$ cat src/rtl/mul_approx_iter.sv
// Iterative unsigned approximate multiplier: WIDTH x WIDTH -> 2*WIDTH.
// One partial-product row is added per clock. Columns below the runtime
// truncation point t are dropped, so t=0 gives the exact product.
// Operands are captured at accept and held in local registers, so the
// a/b/trunc inputs may change freely while a product is being built.
module mul_approx_iter #(
    parameter int WIDTH     = 8,
    parameter int TRUNC_W   = 4,
    parameter int MAX_TRUNC = 8
) (
    input  logic                 clk,
    input  logic                 rst,
    input  logic                 in_valid,
    output logic                 in_ready,
    input  logic [WIDTH-1:0]     a,
    input  logic [WIDTH-1:0]     b,
    input  logic [TRUNC_W-1:0]   trunc,
    output logic                 out_valid,
    input  logic                 out_ready,
    output logic [2*WIDTH-1:0]   product,
    output logic [TRUNC_W-1:0]   trunc_used
);

    localparam int PW    = 2 * WIDTH;
    localparam int CNT_W = $clog2(WIDTH);
    // If the trunc port is too narrow to express MAX_TRUNC, the port range
    // itself is the effective ceiling.
    localparam int T_TOP = (1 << TRUNC_W) - 1;
    localparam int T_LIM = (MAX_TRUNC > T_TOP) ? T_TOP : MAX_TRUNC;
    localparam logic [TRUNC_W-1:0] MAX_T    = TRUNC_W'(T_LIM);
    localparam logic [CNT_W-1:0]   LAST_ROW = CNT_W'(WIDTH - 1);

    typedef enum logic [1:0] {
        IDLE = 2'd0,
        CALC = 2'd1,
        DONE = 2'd2
    } state_t;

    state_t              state;
    state_t              state_nx;
    logic [WIDTH-1:0]    a_reg;
    logic [WIDTH-1:0]    b_reg;
    logic [PW-1:0]       acc;
    logic [CNT_W-1:0]    row;
    logic [WIDTH-1:0]    mask;
    logic [PW-1:0]       row_val;
    logic [TRUNC_W-1:0]  t_clamped;
    logic                accept;

    assign in_ready  = (state == IDLE);
    assign out_valid = (state == DONE);
    assign accept    = in_valid & in_ready;
    assign t_clamped = (trunc > MAX_T) ? MAX_T : trunc;

    // State register.
    always_ff @(posedge clk) begin
        if (rst) state <= IDLE;
        else     state <= state_nx;
    end

    // Next-state: fixed WIDTH-row walk in CALC, then hold in DONE until taken.
    always_comb begin
        state_nx = state;
        case (state)
            IDLE:    if (in_valid) state_nx = CALC;
            CALC:    if (row == LAST_ROW) state_nx = DONE;
            DONE:    if (out_ready) state_nx = IDLE;
            default: state_nx = IDLE;
        endcase
    end

    // Row mask: keep multiplicand bit i of row j only when column i+j >= t.
    always_comb begin
        mask = '0;
        for (int i = 0; i < WIDTH; i++)
            mask[i] = ((i + int'(row)) >= int'(trunc_used));
    end

    // Current partial-product row, already shifted to its column.
    always_comb begin
        row_val = '0;
        if (b_reg[row])
            row_val = PW'(a_reg & mask) << row;
    end

    // Datapath: capture at accept, accumulate rows in CALC, publish on the last
    // row so product stays frozen for the whole DONE phase.
    always_ff @(posedge clk) begin
        if (rst) begin
            a_reg      <= '0;
            b_reg      <= '0;
            acc        <= '0;
            row        <= '0;
            product    <= '0;
            trunc_used <= '0;
        end else if (accept) begin
            a_reg      <= a;
            b_reg      <= b;
            acc        <= '0;
            row        <= '0;
            trunc_used <= t_clamped;
        end else if (state == CALC) begin
            acc <= acc + row_val;
            row <= row + 1'b1;
            if (row == LAST_ROW)
                product <= acc + row_val;
        end
    end

endmodule

$ cat config.mk
export PLATFORM = sky130hd
export DESIGN_NAME = mul_approx_iter
export DESIGN_NICKNAME = d
export VERILOG_FILES = /design/src/rtl/mul_approx_iter.sv
export SDC_FILE = /design/constraint.sdc
export NUM_CORES = 1
export LEC_CHECK = 0
export ABC_CLOCK_PERIOD_IN_PS = 5000
export CAP_MARGIN = 0
export CORE_UTILIZATION = 52
export CTS_CLUSTER_DIAMETER = 150
export DETAILED_ROUTE_END_ITERATION = 7
export PLACE_DENSITY = 0.82
export SLEW_MARGIN = 20
export SYNTH_ARGS = -nofsm -noshare
export SYNTH_HDL_FRONTEND = slang
export SYNTH_SLANG_ARGS = --single-unit
$ cat constraint.sdc
create_clock -name clk -period 5 [get_ports clk]
set_input_delay 1.5 -clock clk [delete_from_list [all_inputs] [get_ports clk]]
set_output_delay 1.5 -clock clk [all_outputs]
set_load 0.01 [all_outputs]
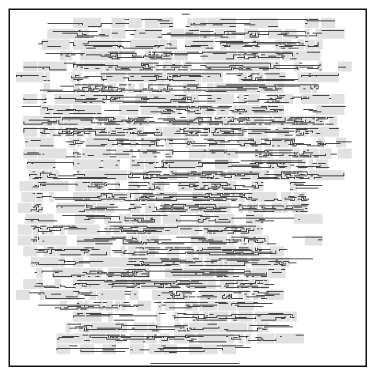
(M1 wires)
(4 px per um) Cells faint in the background.
share of all routed wire: 46%
longest straight run: 23.5 um
wire length on this layer: 4740 um
nets with wire on the layer: 554
Total Wirelength: 10.31 mm
GRT met1 Usage: 36.84%
via count: 3807

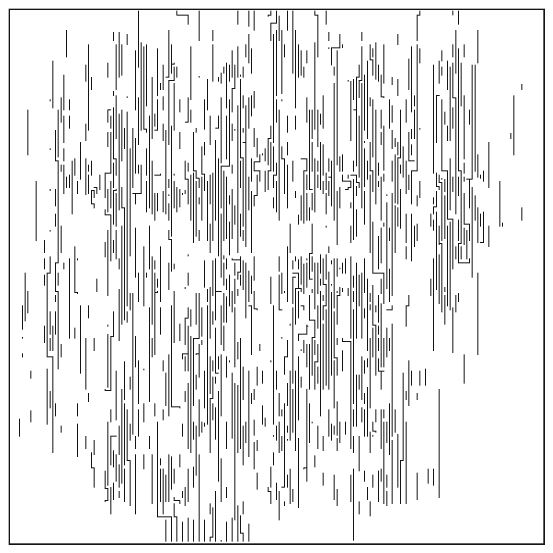
(met2 routing)
(6 px per um)
main direction: vertical
longest straight run: 32.3 um
share of all routed wire: 45%

==> notes.md <==
impl run done, here's what came out: DRC viols 0, Mapped Cells 495, clk ins delay skew pair 0.35 ns, Crit path required time 5.21 ns, max-slew violations 0, min cycle time layout 4.417 ns, Critical Path Max Stage Delay 0.58 ns, TritonCTS clock tree built, CP dominant cell by count ha_1, CP endpoint kind register, Post-DP HPWL 7.306 mm, status finished, final reports clean, Top delay family on crit path AND-OR/OR-AND gates, # fillers 651, Setup-failing EPs final 0, crit path max fanout 11, clk sinks 57, antenna diode count 0, CP cell instances inv_1 -> ha_1 -> ha_1 -> a21o_1 -> a31o_2 -> a21boi_1 -> a211o_1 -> o21ai_0 -> nor2_1 -> ha_1 -> a211oi_1 -> o21ai_2 -> a31oi_1 -> a21oi_1 -> xnor2_1 -> a211oi_1, ys flop type dfxtp_1, RSZ-0062 raised after global routing false, Log Warnings 35, detailed-route wire length per cell 16.19 um, TritonCTS Buffers 9, Worst path slowest cell dfxtp_1, Hold Vio Cnt, Final 0, Placed Instances 621, IO Port Bufs 45, # hold bufs at CTS 0, post-CTS setup buffer count 0, leading area contributor after synthesis dfxtp_1, area delta synth->final 19.59%, chip area 7904 um2, 1st-iter DRT viols 262, Bufs and invs on worst path 1, root buf cell clkbuf_8, Least-Margin Pin Slew 0.8706 ns, total nets after synthesis 564, Rows 31, IO Count 46, H-tree level count 3, Largest regs acc: 16 flops, product: 16 flops, flip-flops with a built-in enable 0, Die Height 88.91 um, yosys warns 0, grt met2 use 41.33%, antenna-violating nets left 0, post-DR vias/cell 5.976, final worst-path cycle share 88.33%, GRT Util Overall 27.67%, Distinct lib cells used 64, Rel. slew slack 41.96%, DR pass1 iterations 5, initial antenna violation count 0, area reported by Yosys stat 3928 um2, gr ovfl total 0, GR met3 Demand/Resource 4.986%, pre-CTS WS 0.6972 ns, top cells by area dfxtp_1, ha_1, nand2_1, Non-Filler Instances 637, Avg Cell Area, Syn 7.934 um2, Post-CTS Resized 0, fp_density 53.86%, share of layout cells above drive strength 1 7.249%, Clock Skews 0.005150 ns, die width 88.91 um, synthesized cell area 3928 um2, busiest grt layer met2, setup TNS 0 ns, Area leader share 29.05%, pwr dens 249.9 nW/um2, first-pass GRT wire length 16.45 mm, GP Congestion 0.9031, number of global-route vias before repair 3465, total power 1.174 mW, CTS Buffer Depth 2, asr flop ratio synth 0%, Post-synth seq share 29.05%, Final Util 64.41%, Worst Setup Start Kind register, Worst Setup Slack, final 0.5834 ns, largest net degree at the start of global routing 44, Leak Pwr 1.828 nW, Worst Path Arrival 4.63 ns, CORE AREA 7292 um2, Setup Crit Path Kind reg -> reg, Nets 602, ys cells 495, Hold Path Class reg -> reg
[Yosys cell counts, drive strengths merged (2+ instances only)]
| master | instances |
|---|---|
| o22ai | 6 |
| o21a | 4 |
| a21o | 5 |
| nor4 | 3 |
| and3 | 5 |
| mux2i | 10 |
| and2 | 4 |
| a21oi | 61 |
| o31a | 2 |
| a31oi | 6 |
| nand3 | 19 |
| inv | 16 |
| nor2 | 18 |
| clkbuf | 13 |
| nor3 | 11 |
| o211a | 4 |
| nor4b | 2 |
| nand2 | 104 |
| o21ai | 14 |
| buf | 11 |
| a211o | 3 |
| or4b | 2 |
| ha | 44 |
| dfxtp | 57 |
| o211ai | 4 |
| o2111ai | 3 |
| nor2b | 5 |
| o31ai | 2 |
| or3 | 8 |
| xor2 | 2 |
| a31o | 2 |
| nand2b | 6 |
| xnor2 | 10 |
| mux4 | 2 |
| nand4 | 2 |
| nand3b | 4 |
| a211oi | 5 |
| a2111o | 2 |
[area by class of cell]
cell class	count	area (um2)	share of cell area [%]
sequential	57	1141	24.29
clock inverter	7	127.6	2.717
timing repair buffer	51	495.5	10.55
inverter	16	60.06	1.279
clock buffer	9	123.9	2.637
tap	99	123.9	2.637
multi-input combinational	398	2625	55.89
[final timing paths]
| kind | cells past startpoint | from | slack [ns] | to |
|---|---|---|---|---|
| worst max register to register | 16 | row[2] | 0.58 | product[13] |
| worst max-delay path | 16 | row[2] | 0.58 | product[13] |
| worst min-delay path | 2 | product[0] | 0.46 | product[0] |
| worst min register to register | 2 | product[0] | 0.46 | product[0] |
[metrics by stage]
stage          instance area, um2  hold WS, ns
5_1_grt                      4697       0.4770
6_report                     4697       0.4557
4_1_cts                      4697       0.4587
3_3_place_gp                 4446       0.4447
3_5_place_dp                 4446       0.4482
2_1_floorplan                3928       0.4331
[layout by cell type, fill, tap and decap left out, types with 4 or more instances in the layout]
cell type / instances
ha_1: 44
nand2_1: 104
and2_1: 4
nor2_1: 18
a211oi_1: 5
inv_1: 16
a21oi_1: 59
buf_4: 6
nand2b_1: 5
or3_1: 7
o21ai_0: 12
o211a_1: 4
and3_1: 5
mux2i_1: 10
xnor2_1: 10
nor3_1: 11
nand3_1: 19
clkbuf_8: 9
a31oi_1: 6
nand3b_1: 4
o22ai_1: 6
a21o_1: 5
o21a_1: 4
clkdlybuf4s50_1: 45
dfxtp_1: 57
[power by group]
part	switching (mW)	leakage [nW]	total [mW]	internal (mW)
logic	0.0848	1.24	0.146	0.0614
clock network	0.214	0.126	0.551	0.337
registers	0.0110	0.463	0.477	0.466
[routing by layer]
metal	routed length, um	part of all wire, %
met1	4736	46
met2	4606	45
met3	581	5.6
met4	386	3.7
met5	0	0
[cell families after synthesis]
group,Yosys count,synth area share [%]
XOR/XNOR,12,2.676
buffers and inverters,40,4.110
flip-flops,57,29.05
adder cells (fa/ha/maj),45,14.53
AND/OR/NAND/NOR,198,23.99
multiplexers,12,3.695
AND-OR/OR-AND,131,21.95
Power is estimated from default activity; no workload was simulated.
